==> src/rtl/pgr_apb_regbank_32bit.sv <==
// APB-style target register bank: eight byte-writable control registers, status sample,
// free-running cycle counter, ID word and scratch, serviced by a wait-state access FSM.
module pgr_apb_regbank_32bit #(
    parameter logic [3:0]  WAIT_CYC = 4'd2,
    parameter logic [31:0] ID_VALUE = 32'h5047_0100,
    parameter logic [31:0] CTRL_RST = 32'h0000_0000
) (
    input  logic         clk,
    input  logic         rst_n,
    input  logic         p_sel,
    input  logic [3:0]   p_strb,
    input  logic [15:0]  p_addr,
    input  logic [31:0]  p_wdata,
    input  logic         p_ce,
    input  logic         p_we,
    output logic         p_rdy,
    output logic [31:0]  p_rdata,
    input  logic [31:0]  status_in,
    output logic [255:0] ctrl_out,
    output logic [7:0]   ctrl_wr_pulse
);

    typedef enum logic [1:0] {
        ST_IDLE = 2'd0,
        ST_WAIT = 2'd1,
        ST_ACK  = 2'd2,
        ST_HOLD = 2'd3
    } state_t;

    state_t             state_r;
    state_t             state_nxt_s;
    logic               accept_s;
    logic               commit_s;
    logic [3:0]         wcnt_r;
    logic [13:0]        addr_r;
    logic               we_r;
    logic [3:0]         strb_r;
    logic [31:0]        wdata_r;
    logic [13:0]        rd_addr_s;
    logic [31:0]        rd_val_s;
    logic [7:0][31:0]   ctrl_r;
    logic [31:0]        scratch_r;
    logic [31:0]        status_r;
    logic [31:0]        cycle_r;
    logic               p_rdy_r;
    logic [31:0]        p_rdata_r;
    logic [7:0]         pulse_r;

    function automatic logic [31:0] byte_merge(input logic [31:0] old_v,
                                               input logic [31:0] new_v,
                                               input logic [3:0]  strb);
        logic [31:0] res;
        for (int b = 0; b < 4; b++) begin
            res[8*b +: 8] = strb[b] ? new_v[8*b +: 8] : old_v[8*b +: 8];
        end
        return res;
    endfunction

    // Access FSM next-state logic
    always_comb begin
        state_nxt_s = state_r;
        accept_s    = 1'b0;
        case (state_r)
            ST_IDLE: begin
                if (p_sel && p_ce) begin
                    accept_s = 1'b1;
                    if (WAIT_CYC == 4'd0) begin
                        state_nxt_s = ST_ACK;
                    end else begin
                        state_nxt_s = ST_WAIT;
                    end
                end else begin
                    state_nxt_s = ST_IDLE;
                end
            end
            ST_WAIT: begin
                if (!(p_sel && p_ce)) begin
                    state_nxt_s = ST_IDLE;
                end else if (wcnt_r == (WAIT_CYC - 4'd1)) begin
                    state_nxt_s = ST_ACK;
                end else begin
                    state_nxt_s = ST_WAIT;
                end
            end
            ST_ACK:  state_nxt_s = ST_HOLD;
            ST_HOLD: begin
                if (!p_ce || !p_sel) begin
                    state_nxt_s = ST_IDLE;
                end else begin
                    state_nxt_s = ST_HOLD;
                end
            end
            default: state_nxt_s = ST_IDLE;
        endcase
    end

    assign commit_s  = (state_r == ST_ACK) && we_r;
    // With zero wait states the read is sampled in the accept cycle, before addr_r is loaded.
    assign rd_addr_s = (state_r == ST_IDLE) ? p_addr[15:2] : addr_r;

    // Read-data multiplexer over the address map
    always_comb begin
        rd_val_s = 32'h0000_0000;
        if (rd_addr_s[13:4] != 10'd0) begin
            rd_val_s = 32'h0000_0000;
        end else begin
            case (rd_addr_s[3:0])
                4'd0, 4'd1, 4'd2, 4'd3,
                4'd4, 4'd5, 4'd6, 4'd7: rd_val_s = ctrl_r[rd_addr_s[2:0]];
                4'd8:    rd_val_s = status_r;
                4'd9:    rd_val_s = cycle_r;
                4'd10:   rd_val_s = ID_VALUE;
                4'd11:   rd_val_s = scratch_r;
                default: rd_val_s = 32'h0000_0000;
            endcase
        end
    end

    // FSM state, wait counter and access latch
    always_ff @(posedge clk or negedge rst_n) begin
        if (!rst_n) begin
            state_r <= ST_IDLE;
            wcnt_r  <= 4'd0;
            addr_r  <= 14'd0;
            we_r    <= 1'b0;
            strb_r  <= 4'd0;
            wdata_r <= 32'h0000_0000;
        end else begin
            state_r <= state_nxt_s;
            if (accept_s) begin
                wcnt_r  <= 4'd0;
                addr_r  <= p_addr[15:2];
                we_r    <= p_we;
                strb_r  <= p_strb;
                wdata_r <= p_wdata;
            end else if (state_r == ST_WAIT) begin
                wcnt_r <= wcnt_r + 4'd1;
            end
        end
    end

    // Writable register commit and per-register write pulse
    always_ff @(posedge clk or negedge rst_n) begin
        if (!rst_n) begin
            ctrl_r    <= {8{CTRL_RST}};
            scratch_r <= 32'h0000_0000;
            pulse_r   <= 8'h00;
        end else begin
            pulse_r <= 8'h00;
            if (commit_s && (addr_r[13:4] == 10'd0)) begin
                if (addr_r[3] == 1'b0) begin
                    ctrl_r[addr_r[2:0]]  <= byte_merge(ctrl_r[addr_r[2:0]], wdata_r, strb_r);
                    pulse_r[addr_r[2:0]] <= 1'b1;
                end else if (addr_r[3:0] == 4'd11) begin
                    scratch_r <= byte_merge(scratch_r, wdata_r, strb_r);
                end
            end
        end
    end

    // Status sample and cycle counter; a clear wins over the increment
    always_ff @(posedge clk or negedge rst_n) begin
        if (!rst_n) begin
            status_r <= 32'h0000_0000;
            cycle_r  <= 32'h0000_0000;
        end else begin
            status_r <= status_in;
            if (commit_s && (addr_r == 14'd9)) begin
                cycle_r <= 32'h0000_0000;
            end else begin
                cycle_r <= cycle_r + 32'd1;
            end
        end
    end

    // Registered bus response, loaded on the edge that enters ACK
    always_ff @(posedge clk or negedge rst_n) begin
        if (!rst_n) begin
            p_rdy_r   <= 1'b0;
            p_rdata_r <= 32'h0000_0000;
        end else begin
            p_rdy_r   <= (state_nxt_s == ST_ACK);
            p_rdata_r <= (state_nxt_s == ST_ACK) ? rd_val_s : 32'h0000_0000;
        end
    end

    assign p_rdy         = p_rdy_r;
    assign p_rdata       = p_rdata_r;
    assign ctrl_out      = ctrl_r;
    assign ctrl_wr_pulse = pulse_r;

endmodule
==> config.mk <==
export PLATFORM = sky130hd
export DESIGN_NAME = pgr_apb_regbank_32bit
export DESIGN_NICKNAME = d
export VERILOG_FILES = /design/src/rtl/pgr_apb_regbank_32bit.sv
export SDC_FILE = /design/constraint.sdc
export NUM_CORES = 1
export LEC_CHECK = 0
export ABC_AREA = 0
export CAP_MARGIN = 30
export CORE_AREA = 4 4 262 200
export DETAILED_ROUTE_END_ITERATION = 10
export DIE_AREA = 0 0 266 204
export GPL_TIMING_DRIVEN = 0
export SLEW_MARGIN = 20
export SYNTH_ARGS = -nofsm -noshare
export SYNTH_HDL_FRONTEND = slang
export SYNTH_SLANG_ARGS = --single-unit
==> constraint.sdc <==
create_clock -name clk -period 3.1 [get_ports clk]
set_clock_uncertainty 0.2 [all_clocks]
set_input_delay 0.31 -clock clk [delete_from_list [all_inputs] [get_ports clk]]
set_output_delay 0.31 -clock clk [all_outputs]
set_load 0.05 [all_outputs]
==> run_1/floorplan.png <==
The bar under the picture is 100 um long. Pins as bars on the die edge. Tap cells in grey.
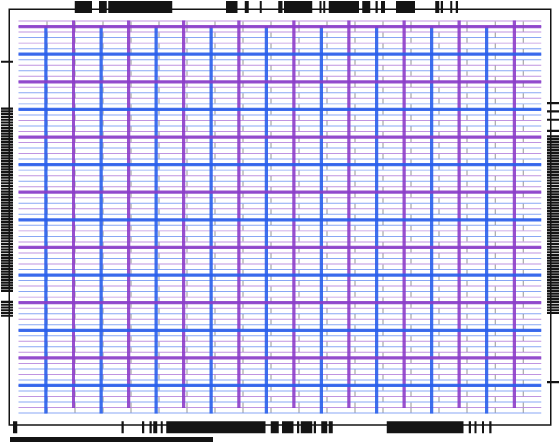
net	colour
VDD	purple
VSS	blue
tap cells	657
signal pins	386
met5 straps	14
rows	71
met1 rails	72

==> run_1/class_map.png <==
The bar under the picture is 100 um long.
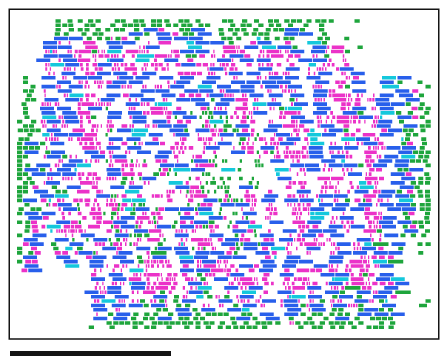
class	colour	cells	share of their area
remaining logic cells	magenta	1239	32%
registers	blue	450	43%
clock drivers and dummy loads	cyan	82	5.7%
remaining buffers and delay cells	green	555	19%

==> run_1/clock_wires.png <==
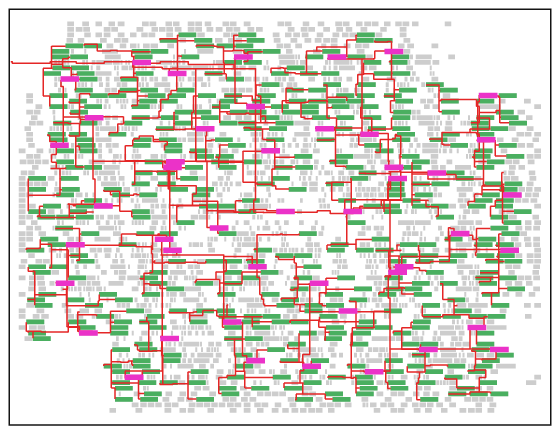
[flip-flops] green | count: 450
[clock wires] red | length: 5720 um
[clock-net drivers] magenta | count: 46
routed clock nets	47

## run 1: layer usage
| layer | routed length [um] | vias to the layer above | GRT usage, % |
|---|---|---|---|
| met1 | 36400 | 9557 | 45.7 |
| met2 | 39900 | 1433 | 48.7 |
| met4 | 3650 | 4 | 10.8 |
| li1 | - | 7628 | - |
| met5 | 52 | - | 0 |
| met3 | 11300 | 274 | 10.2 |
## run 1: cell type report
class                      count  share of cell area (%)
antenna                        1                 0.00926
buffer                       140                    2.72
clock buffer                  68                    4.94
clock inverter                14                   0.634
inverter                      17                   0.236
multi-input combinational   1222                    31.0
sequential                   450                    41.7
tap                          657                    3.04
timing repair buffer         415                    15.7
## run 1: report_power, final
part | internal, mW | switching (mW) | leakage (nW)
Sequential | 6.31 | 0.477 | 6.09
Combinational | 1.92 | 4.18 | 4.56
Clock | 3.23 | 2.41 | 0.731
## run 1: worst min-delay path by stage
stage / cells after the start / to / slack, ns
floorplan: 0 / addr_r[0]$_DFFE_PN0P_ / -0.19
global placement: 1 / addr_r[12]$_DFFE_PN0P_ / 0.28
detailed placement: 1 / status_r[25]$_DFF_PN0_ / 0.08
CTS: 1 / status_r[17]$_DFF_PN0_ / 0.01
global route: 1 / status_r[17]$_DFF_PN0_ / 0.01
finish: 1 / status_r[17]$_DFF_PN0_ / 0.03
## run 1: sequential cells by signal, summed over array words and instances, names as in the netlist, 8 cells and up
signal	cells
addr_r	14
ctrl_out	256
ctrl_wr_pulse	8
cycle_r	32
p_rdata	32
scratch_r	32
status_r	32
wdata_r	32
## run 1: cell families after synthesis
family,share of synthesized area (%)
buf+inv,3.24
flops,55.7
simple gates,11.9
compound gates,14.2
mux,13.4
xor+xnor,1.34
fa+ha+maj,0.186
## run 1: timing repair
action                                 4_1_cts  5_1_grt
pin swaps                                    0        1
gates resized                               79       92
setup endpoints to repair                  307      305
hold buffers                                20        0
endpoints found under the hold margin      221        0
setup buffers                                0        2
## run 1: per-stage QoR
stage / total power [mW] / std cells / setup slack, ns / hold WS [ns]
2_1_floorplan: 10.1 / 1832 / 0.484 / -0.186
3_3_place_gp: 12.4 / 2872 / -18.32 / 0.282
3_5_place_dp: 12.5 / 2881 / -0.928 / 0.0786
4_1_cts: 18.2 / 2980 / -0.0290 / 0.0107
6_report: 18.5 / 2984 / 0.0114 / 0.0262
5_1_grt: 19.1 / 2983 / -0.00473 / 0.0103
## run 1: worst max-delay path: stages (launching register included)
cell and delay [ns]:
dfrtp_1 0.36, clkbuf_2 0.33, clkbuf_2 0.41, mux2i_1 0.12, o211ai_1 0.61, clkbuf_1 0.42
buf_8 0.23, o221ai_1 0.22
## run 1: layout by cell type (no fill, tap or decap), types with 60 or more instances in the layout
master,instances
o21ai_0,228
mux2_2,82
clkdlybuf4s50_1,382
mux4_2,64
nand2_1,278
o221ai_1,63
clkbuf_2,60
nor2_1,138
o22ai_1,98
dfrtp_1,450
==> Slide: Implementation Results, run 1 <==
Physical Implementation Snapshot

Status
  – Status: finished clean

GRT
  – First-pass GRT wire length: 130000 um
  – Grt total ovfl: 0
  – Maximum number of pins on one net before global-route repair: 96
  – Total track usage: 32.7%
  – Initial antenna violation count: 3
  – Vias in the first global route: 18300

Logic synthesis
  – Chip area line of the yosys report: 0.0202 mm2
  – Seq share, synth: 55.7%
  – Top cells by count: dfrtp_1, nand2_1, o21ai_0
  – Largest cells by area: dfrtp_1, mux4_2, o21ai_0
  – Area share, top type: 55.7%
  – Top-count cell post-synth: dfrtp_1
  – Synthesized cell area: 0.0202 mm2
  – Unique cell types: 52
  – Syn Nets: 1924
  – Average size of a mapped cell: 11.0 um2
  – # Cells Yosys: 1832
  – Synth flops: 450
  – Ys async rst share: 100%
  – Main flop type: dfrtp_1
  – Post-Synthesis Cells: 1832
  – Yosys warning tally: 0
  – Flip-flops with a built-in enable: 0
  – Area leader, netlist: dfrtp_1

Die
  – Core ar.: 0.0497 mm2
  – Floorplan Utilization: 40.6%
  – Row Count: 71
  – Die y size: 204 um
  – Die Span X: 266 um
  – Die ar.: 0.0543 mm2
  – Ports: 386

Critical path
  – Startpoint Class: flip-flop
  – Worst Path Max Fanout: 10
  – R2r endpoint: p_rdata[1]$_DFF_PN0_
  – Setup crit end: p_rdata[1]$_DFF_PN0_
  – Crit. Startpoint: addr_r[2]$_DFFE_PN0P_
  – Worst r2r path cells: 7
  – CP arrival: 3.28 ns
  – CP Capture Type: flip-flop
  – R2r setup slk: 0.01 ns
  – Worst path required time: 3.29 ns
  – Critical path class: flip-flop to flip-flop
  – R2r startpoint: addr_r[2]$_DFFE_PN0P_

Layout
  – # fillers: 4363
  – Count of nets after finishing: 2384
  – Final Cell Area: 0.0270 mm2
  – Share of layout cells above drive strength 1: 15.8%
  – MI comb area: 0.00839 mm2
  – Area Overhead vs Synth: 33.8%
  – Seq. cell area: 0.0113 mm2
  – Util after Layout: 54.3%

Placed design
  – Port Buffer Count: 383
  – GPL Wtd Cong: 0.948
  – DP HPWL: 63000 um
  – Placed cell area: 0.0250 mm2

Final timing
  – Worst-Margin Slew: 1.02 ns
  – Setup TNS: 0 ns
  – Period minus WS final: 3.09 ns
  – Rel. slew slack: 32.1%
  – Final Max Tran Viols: 0
  – Final clock period utilization by the worst path: 99.6%
  – RSZ-0062 raised after global routing: yes
  – # setup viols final: 0
  – Final Hold Viols: 0
  – Max Freq: 324 MHz

Hold path
  – Worst min path class: primary input to flip-flop
  – Hold Startpoint: status_in[17]

Drt
  – Avg WL per Cell: 30.6 um
  – Drt first-iter violations: 2743
  – Detailed Route WL: 91300 um
  – DR pass1 iterations: 7
  – Vias: 18900
  – Final ANT Viol Nets: 0
  – Post-route DRC: 0
  – Via/cell ratio: 6.33

CTS
  – Clock transition at path regs: 0.07 ns
  – CTS H-tree lvls: 2
  – Num CTS Buffers: 46
  – Maximum clock path buffer count: 3
  – TritonCTS clock tree: built
  – Clock sink count: 450
  – Root buffer selected by CTS: clkbuf_16
  – Worst skew pair latency: 0.58 ns

Power
  – LEAKAGE: 11.4 nW
  – Pwr dens: 686 mW/mm2
  – Worst vdd ir: 0.479 mV

Flow run
  – Max-cap violations: 0
  – OpenROAD warnings: 31
==> run 2, diff against run 1 <==
CTS_CLUSTER_SIZE = 24   (was not set)
==> run 2 against run 1 <==
Compared with the run above: final cell count did not move; clock power barely moved; register-to-register slack barely moved; synthesized cell count unchanged; flip-flop count is the same; sequential share of layout area stayed put; clock-buffer cell count is the same; sequential power hardly changed; largest cell class unchanged; setup slack is the same; largest power group unchanged; global-route usage did not move; highest routed layer unchanged; via count is the same; area after synthesis unchanged.
==> Slide: Implementation Results, run 2 <==
Physical Implementation Snapshot

Logic synthesis
  – Seq share, synth: 55.7%
  – Main flop type: dfrtp_1
  – Area share, top type: 55.7%
  – Ys async rst share: 100%
  – Flip-flops with a built-in enable: 0
  – # Cells Yosys: 1832
  – Synthesized cell area: 0.0202 mm2
  – Top-count cell post-synth: dfrtp_1
  – Chip area line of the yosys report: 0.0202 mm2
  – Area leader, netlist: dfrtp_1
  – Synth flops: 450
  – Top cells by count: dfrtp_1, nand2_1, o21ai_0
  – Syn Nets: 1924
  – Average size of a mapped cell: 11.0 um2
  – Unique cell types: 52
  – Yosys warning tally: 0
  – Post-Synthesis Cells: 1832
  – Largest cells by area: dfrtp_1, mux4_2, o21ai_0

Layout
  – Finished Layout Cells: 2984
  – Share of layout cells above drive strength 1: 15.8%
  – Area Overhead vs Synth: 33.8%
  – MI comb area: 0.00839 mm2
  – # fillers: 4363
  – Seq. cell area: 0.0113 mm2
  – Largest register FFs: 256
  – Top cells excl fill/tap: dfrtp_1, clkdlybuf4s50_1, nand2_1, o21ai_0, nor2_1
  – Count of nets after finishing: 2384
  – Final Cell Area: 0.0270 mm2
  – Most numerous logic cell after layout: dfrtp_1

Final timing
  – Final Max Tran Viols: 0
  – Rel. slew slack: 32.1%
  – Max Freq: 324 MHz
  – RSZ-0062 raised after global routing: yes
  – Final clock period utilization by the worst path: 99.6%
  – # setup viols final: 0
  – Setup TNS: 0 ns
  – PnR worst setup slack: 0.0114 ns
  – Final Hold Viols: 0
  – Period minus WS final: 3.09 ns
  – Worst-Margin Slew: 1.02 ns

Power
  – Reg power frac: 36.6%
  – Pwr dens: 686 mW/mm2
  – LEAKAGE: 11.4 nW
  – Gate power share: 32.9%
  – Switching power: 7.07 mW
  – Switch share: 38.1%
  – Total power: 18.5 mW
  – Worst vdd ir: 0.479 mV
  – Clock power share: 30.5%
  – Internal power: 11.5 mW

Die
  – Core ar.: 0.0497 mm2
  – Die Span X: 266 um
  – Row Count: 71
  – Die ar.: 0.0543 mm2
  – Die y size: 204 um
  – Ports: 386
  – Floorplan Utilization: 40.6%

Placed design
  – Placed cell area: 0.0250 mm2
  – DP HPWL: 63000 um
  – Place WS: -0.928 ns
  – GPL Wtd Cong: 0.948
  – Port Buffer Count: 383
  – Placed cells: 2881

Drt
  – Met3 WL: 11300 um
  – Met1 wire length: 36400 um
  – Detailed Route WL: 91300 um
  – Highest routed layer: met5
  – DR pass1 iterations: 7
  – Vias: 18900
  – Final ANT Viol Nets: 0
  – Avg WL per Cell: 30.6 um
  – WL met2: 39900 um
  – Drt first-iter violations: 2743
  – Post-route DRC: 0
  – Via/cell ratio: 6.33

Hold path
  – Worst min path class: primary input to flip-flop
  – Hold Startpoint: status_in[17]
  – Hold path depth: 1
  – Hold Path End: status_r[17]$_DFF_PN0_

Critical path
  – R2r endpoint: p_rdata[1]$_DFF_PN0_
  – Critical path class: flip-flop to flip-flop
  – R2r setup slk: 0.01 ns
  – R2r startpoint: addr_r[2]$_DFFE_PN0P_
  – Worst r2r path cells: 7
  – Startpoint Class: flip-flop
  – Worst Path Max Fanout: 10
  – Worst path required time: 3.29 ns
  – CP arrival: 3.28 ns
  – CP Capture Type: flip-flop

CTS
  – TritonCTS clock tree: built
  – CTS H-tree lvls: 2
  – Clock transition at path regs: 0.07 ns
  – Maximum clock path buffer count: 3
  – Num CTS Buffers: 46
  – Root buffer selected by CTS: clkbuf_16
  – Clock sink count: 450
  – Worst skew pair latency: 0.58 ns

GRT
  – First-pass GRT wire length: 130000 um
  – Vias in the first global route: 18300
  – Initial antenna violation count: 3
  – Grt total ovfl: 0
  – Maximum number of pins on one net before global-route repair: 96
  – Total track usage: 32.7%

Status
  – Status: finished clean

Flow run
  – Max-cap violations: 0
  – OpenROAD warnings: 31
[run 2: power by group through the flow]
stage	registers (mW)	logic [mW]	clock network [mW]
3_5_place_dp	6.86	5.66	0
2_1_floorplan	6.68	3.40	0
6_report	6.79	6.10	5.65
4_1_cts	6.75	5.76	5.68
3_3_place_gp	6.86	5.55	0
5_1_grt	6.82	6.33	5.94
[run 2: stage by stage]
step           hold slack [ns]  util (%)
6_report                0.0262      54.3
5_1_grt                 0.0103      54.3
4_1_cts                 0.0107      54.0
3_5_place_dp            0.0786      50.3
3_3_place_gp             0.282      50.0
2_1_floorplan           -0.186         -
[run 2: how the worst max path moves through the flow]
stage | slack (ns) | start | end | cells after the start
after floorplan | 0.48 | addr_r[5]$_DFFE_PN0P_ | p_rdata[21]$_DFF_PN0_ | 7
after global placement | -18.32 | rst_n | ctrl_out[166]$_DFFE_PN0P_ | 1
after detailed placement | -0.93 | addr_r[1]$_DFFE_PN0P_ | p_rdata[23]$_DFF_PN0_ | 8
after CTS | -0.03 | addr_r[11]$_DFFE_PN0P_ | p_rdata[1]$_DFF_PN0_ | 7
after global routing | -0.005 | addr_r[1]$_DFFE_PN0P_ | p_rdata[1]$_DFF_PN0_ | 7
final | 0.01 | addr_r[2]$_DFFE_PN0P_ | p_rdata[1]$_DFF_PN0_ | 7
[run 2: layout make-up]
cell class | instances | share of cell area (%)
Tap cell | 657 | 3.04
Multi-Input combinational cell | 1222 | 31.0
Sequential cell | 450 | 41.7
Buffer | 140 | 2.72
Clock buffer | 68 | 4.94
Inverter | 17 | 0.236
Timing Repair Buffer | 415 | 15.7
Clock inverter | 14 | 0.634
Antenna cell | 1 | 0.00926
[run 2: logic make-up (layout without fill, tap and decap cells)]
kind of cell	Yosys count	in the layout	synth area share, %
compound gates	465	465	14.2
xor+xnor	31	31	1.34
fa+ha+maj	3	3	0.186
buf+inv	160	654	3.24
flops	450	450	55.7
mux	181	181	13.4
other cells	0	1	0
simple gates	542	542	11.9
[run 2: metal layers]
layer / up-vias / global-route usage [%]
li1: 7628 / -
met1: 9557 / 45.7
met2: 1433 / 48.7
met3: 274 / 10.2
met4: 4 / 10.8
met5: - / 0
[run 2: what timing repair did]
| action | CTS | global route |
|---|---|---|
| pin swaps | 0 | 1 |
| hold endpoints to repair | 221 | 0 |
| setup endpoints to repair | 307 | 305 |
| resized | 79 | 92 |
| hold buffers | 20 | 0 |
| setup buffers | 0 | 2 |
[run 2: critical path, cell delays in order (launching register included)]
cell and delay, ns:
dfrtp_1 0.36, clkbuf_2 0.33, clkbuf_2 0.41, mux2i_1 0.12, o211ai_1 0.61, clkbuf_1 0.42, buf_8 0.23, o221ai_1 0.22
==> run_2/floorplan.png <==
The bar under the picture is 100 um long. Pins as bars on the die edge. Tap cells in grey.
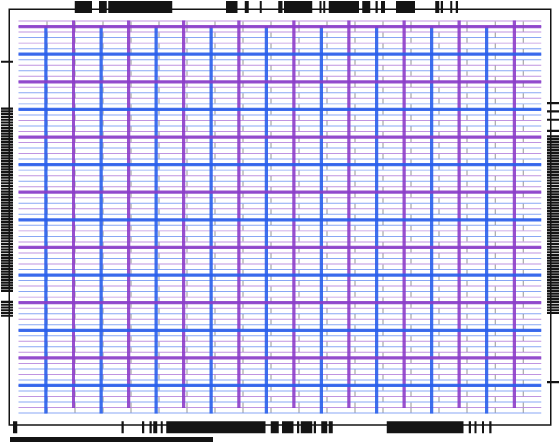
net	colour
VDD	purple
VSS	blue
met4 straps	18
tap cells	657

==> run_2/layers.png <==
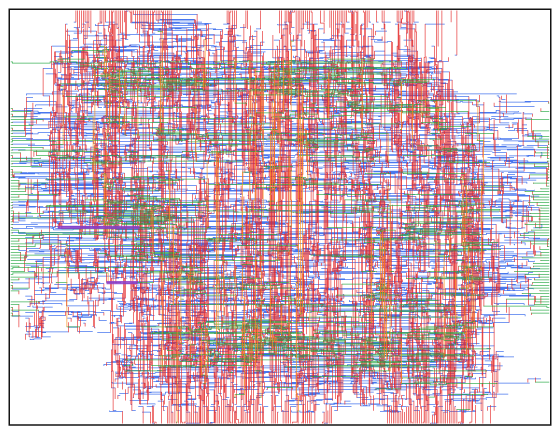
layer	colour	wire length
M4	orange	3650 um
M5	purple	52.4 um
M3	green	11300 um
M1	blue	36.4 mm
M2	red	39.9 mm

==> run 3, diff against run 2 <==
--- a/config.mk
+++ b/config.mk
@@ -9,7 +9,8 @@
 export CAP_MARGIN = 30
-export CORE_AREA = 4 4 262 200
+export CORE_AREA = 4 4 227 229
 export CTS_CLUSTER_SIZE = 24
 export DETAILED_ROUTE_END_ITERATION = 10
-export DIE_AREA = 0 0 266 204
+export DIE_AREA = 0 0 231 233
 export GPL_TIMING_DRIVEN = 0
+export PLACE_DENSITY = 0.65
 export SLEW_MARGIN = 20
==> constraint.sdc (replaced) <==
create_clock -name clk -period 3.1 [get_ports clk]
set_clock_uncertainty 0.2 [all_clocks]
set_input_delay 0.62 -clock clk [delete_from_list [all_inputs] [get_ports clk]]
set_output_delay 0.62 -clock clk [all_outputs]
set_load 0.05 [all_outputs]
==> run 3 against run 2 <==
Compared with the run above: maximum frequency grew 0.62%; setup slack gained 0.019 ns; area after synthesis is the same; register-to-register slack gained 0.02 ns; via count shrank 0.93%; clock-buffer cell count grew 7; sequential share of layout area is essentially flat; largest cell class unchanged; clock power grew 8.5%; global-route usage shrank 0.71 points; largest power group unchanged; non-clock buffer count shrank 14; sequential power shrank 0.7%.
==> Slide: Implementation Results, run 3 <==
Physical Implementation Snapshot

CTS
  – Clock transition at path regs: 0.06 ns
  – Root buffer selected by CTS: clkbuf_16
  – Clock sink count: 450
  – Num CTS Buffers: 50
  – TritonCTS clock tree: built
  – CTS H-tree lvls: 2
  – Worst skew pair latency: 0.60 ns
  – Maximum clock path buffer count: 3

Logic synthesis
  – Simple logic cell fraction of the synthesized area: 11.9%
  – Top cells by count: dfrtp_1, nand2_1, o21ai_0
  – Main logic family: AND-OR/OR-AND gates
  – Area leader, netlist: dfrtp_1
  – Synth Area in Compound Gates: 14.2%
  – Chip area line of the yosys report: 0.0202 mm2
  – Largest cells by area: dfrtp_1, mux4_2, o21ai_0
  – Seq share, synth: 55.7%
  – # Cells Yosys: 1832
  – Unique cell types: 52
  – Area share, top type: 55.7%
  – Flip-flops with a built-in enable: 0
  – Post-Synthesis Cells: 1832
  – Top-count cell post-synth: dfrtp_1
  – Ys async rst share: 100%
  – Yosys warning tally: 0
  – Synth flops: 450
  – Adder Share, Synth: 0.186%
  – Xor+xnor area frac: 1.34%
  – Mux share: 13.4%
  – Main flop type: dfrtp_1
  – Average size of a mapped cell: 11.0 um2
  – Syn Nets: 1924
  – Synthesized cell area: 0.0202 mm2

GRT
  – Total track usage: 32.0%
  – First-pass GRT wire length: 126000 um
  – Initial antenna violation count: 1
  – Maximum number of pins on one net before global-route repair: 89
  – Grt total ovfl: 0
  – Vias in the first global route: 18500

Power
  – Switching power: 6.97 mW
  – Gate power share: 31.7%
  – Reg power frac: 35.8%
  – Total power: 18.8 mW
  – Internal power: 11.9 mW
  – Pwr dens: 697 mW/mm2
  – Switch share: 37.0%
  – LEAKAGE: 11.4 nW
  – Worst vdd ir: 0.522 mV
  – Clock power share: 32.5%

Layout
  – Largest register FFs: 256
  – Most numerous logic cell after layout: dfrtp_1
  – Count of nets after finishing: 2374
  – Share of layout cells above drive strength 1: 16.0%
  – Top cells excl fill/tap: dfrtp_1, clkdlybuf4s50_1, nand2_1, o21ai_0, nor2_1
  – Area Overhead vs Synth: 33.9%
  – Final Cell Area: 0.0270 mm2

Critical path
  – R2r endpoint: p_rdata[27]$_DFF_PN0_
  – Worst Path Max Fanout: 10
  – Worst r2r path cells: 7
  – R2r startpoint: state_r[1]$_DFF_PN0_
  – Slowest cell on crit path: buf_2
  – CP arrival: 3.34 ns
  – CP Capture Type: flip-flop
  – R2r setup slk: 0.03 ns
  – Worst path required time: 3.37 ns
  – Crit-path cells: clkbuf_1 > nor2_4 > o21a_2 > buf_2 > buf_2 > o22ai_1 > o221ai_1
  – Critical path class: flip-flop to flip-flop
  – Startpoint Class: flip-flop
  – Most frequent CP cell: buf_2
  – Critical path's largest stage delay: 0.48 ns

Die
  – Die y size: 233 um
  – Ports: 386
  – Die ar.: 0.0538 mm2
  – Floorplan Utilization: 40.7%
  – Die Span X: 231 um
  – Row Count: 82
  – Core ar.: 0.0497 mm2

Placed design
  – GPL Wtd Cong: 0.923
  – Port Buffer Count: 383
  – Placed cell area: 0.0251 mm2
  – DP HPWL: 61400 um

Drt
  – Detailed Route WL: 88500 um
  – Post-route DRC: 0
  – Final ANT Viol Nets: 0
  – Drt first-iter violations: 2400
  – Vias: 18700
  – Via/cell ratio: 6.26
  – DR pass1 iterations: 6
  – Avg WL per Cell: 29.6 um

Final timing
  – Max Freq: 326 MHz
  – Period minus WS final: 3.07 ns
  – Final Max Tran Viols: 0
  – # setup viols final: 0
  – Final clock period utilization by the worst path: 99.0%
  – Worst-Margin Slew: 1.04 ns
  – RSZ-0062 raised after global routing: yes
  – Final Hold Viols: 0
  – Rel. slew slack: 30.4%

Flow run
  – OpenROAD warnings: 31
  – Max-cap violations: 0

Hold path
  – Hold Startpoint: status_in[6]
  – Hold path depth: 1
  – Hold Path End: status_r[6]$_DFF_PN0_
  – Worst min path class: primary input to flip-flop

Status
  – Status: finished clean
## run 3: cell count changes in the layout (fill, tap and decap cells not counted), moves of 2 or more
cell           previous run  this run
dlygate4sd3_1            20         1
clkbuf_2                 60        50
buf_2                    28        36
clkbuf_4                 19        11
buf_4                     3         9
clkbuf_1                 36        42
clkbuf_16                46        50
clkbuf_8                 10        14
mux2i_1                  35        32
mux2i_2                   0         3
nand3_1                  18        20
## run 3: worst max-delay path, delay by kind of cell (launching register included)
kind	cells	cell delay [ns]
AND-OR/OR-AND	3	0.91
buffers and inverters	3	1.08
flip-flops	1	0.40
AND/OR/NAND/NOR	1	0.34
## run 3: power groups by stage
stage	registers, mW	clock network, mW	logic [mW]
2_1_floorplan	6.68	0	3.40
3_3_place_gp	6.82	0	5.42
3_5_place_dp	6.82	0	5.62
4_1_cts	6.72	6.17	5.72
5_1_grt	6.78	6.39	6.25
6_report	6.74	6.13	5.98
## run 3: kinds of logic (layout without fill, tap and decap cells)
group	after synthesis	after routing
AND/OR/NAND/NOR	542	542
AND-OR/OR-AND	465	465
flip-flops	450	450
multiplexers	181	181
adder cells (fa/ha/maj)	3	3
buffers and inverters	160	646
XOR/XNOR	31	31
other	0	1
## run 3: per-layer routing
layer,vias up,part of all wire (%),GRT usage [%]
met5,-,0,0
met4,0,5.7,16.5
met3,318,11,8.30
met2,1502,45,49.1
met1,9300,37,42.0
li1,7600,-,-
## run 3: stage by stage
step	instances	hold slack [ns]	setup TNS, ns	utilization [%]	worst slack [ns]
floorplan	1832	0.124	0	-	0.484
global placement	2887	0.285	-8453.62	50.1	-18.40
global route	2991	0.250	-0.188	54.5	-0.0327
detailed placement	2898	0.288	-166.02	50.6	-1.17
CTS	2988	0.224	-0.00576	54.3	-0.00314
finish	2991	0.250	0	54.5	0.0303
## run 3: final cells by class
type                       count  area, um2
clock buffer                  75       1490
tap                          672        841
sequential                   450      11300
multi-input combinational   1222       8390
fill                        4323      22600
timing repair buffer         401       4090
inverter                      17       63.8
clock inverter                13        189
buffer                       140        713
antenna                        1       2.50
## run 3: worst max-delay path by stage
stage / from / to / slack [ns] / cells past startpoint
floorplan: addr_r[5]$_DFFE_PN0P_ / p_rdata[21]$_DFF_PN0_ / 0.48 / 7
global placement: rst_n / addr_r[11]$_DFFE_PN0P_ / -18.40 / 1
detailed placement: addr_r[1]$_DFFE_PN0P_ / p_rdata[13]$_DFF_PN0_ / -1.17 / 8
CTS: addr_r[11]$_DFFE_PN0P_ / scratch_r[22]$_DFFE_PN0P_ / -0.003 / 7
global route: addr_r[1]$_DFFE_PN0P_ / p_rdata[9]$_DFF_PN0_ / -0.03 / 6
finish: state_r[1]$_DFF_PN0_ / p_rdata[27]$_DFF_PN0_ / 0.03 / 7
## run 3: timing repair
action / 4_1_cts / 5_1_grt
hold endpoints to repair: 59 / 0
buffers inserted: 4 / 1
pin swaps: 2 / 0
hold buffers: 1 / 0
endpoints found under the setup margin: 316 / 326
gates resized: 82 / 75
==> run_3/layers.png <==
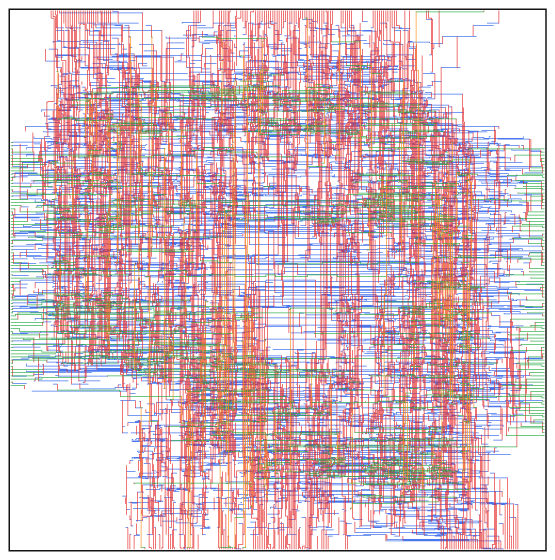
layer	colour	wire length
M2	red	40.2 mm
M4	orange	5030 um
M3	green	10200 um
M1	blue	33.2 mm

==> run_3/clock_wires.png <==
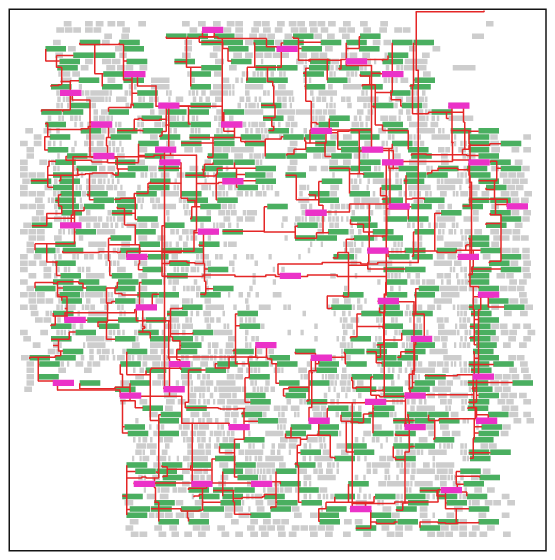
[clock-net drivers] magenta | count: 50
[flip-flops] green | count: 450
[clock wires] red | length: 5960 um
flops lie	all over the die
routed clock nets	51

Power figures rest on the tool's default switching activity, not on a simulated workload.
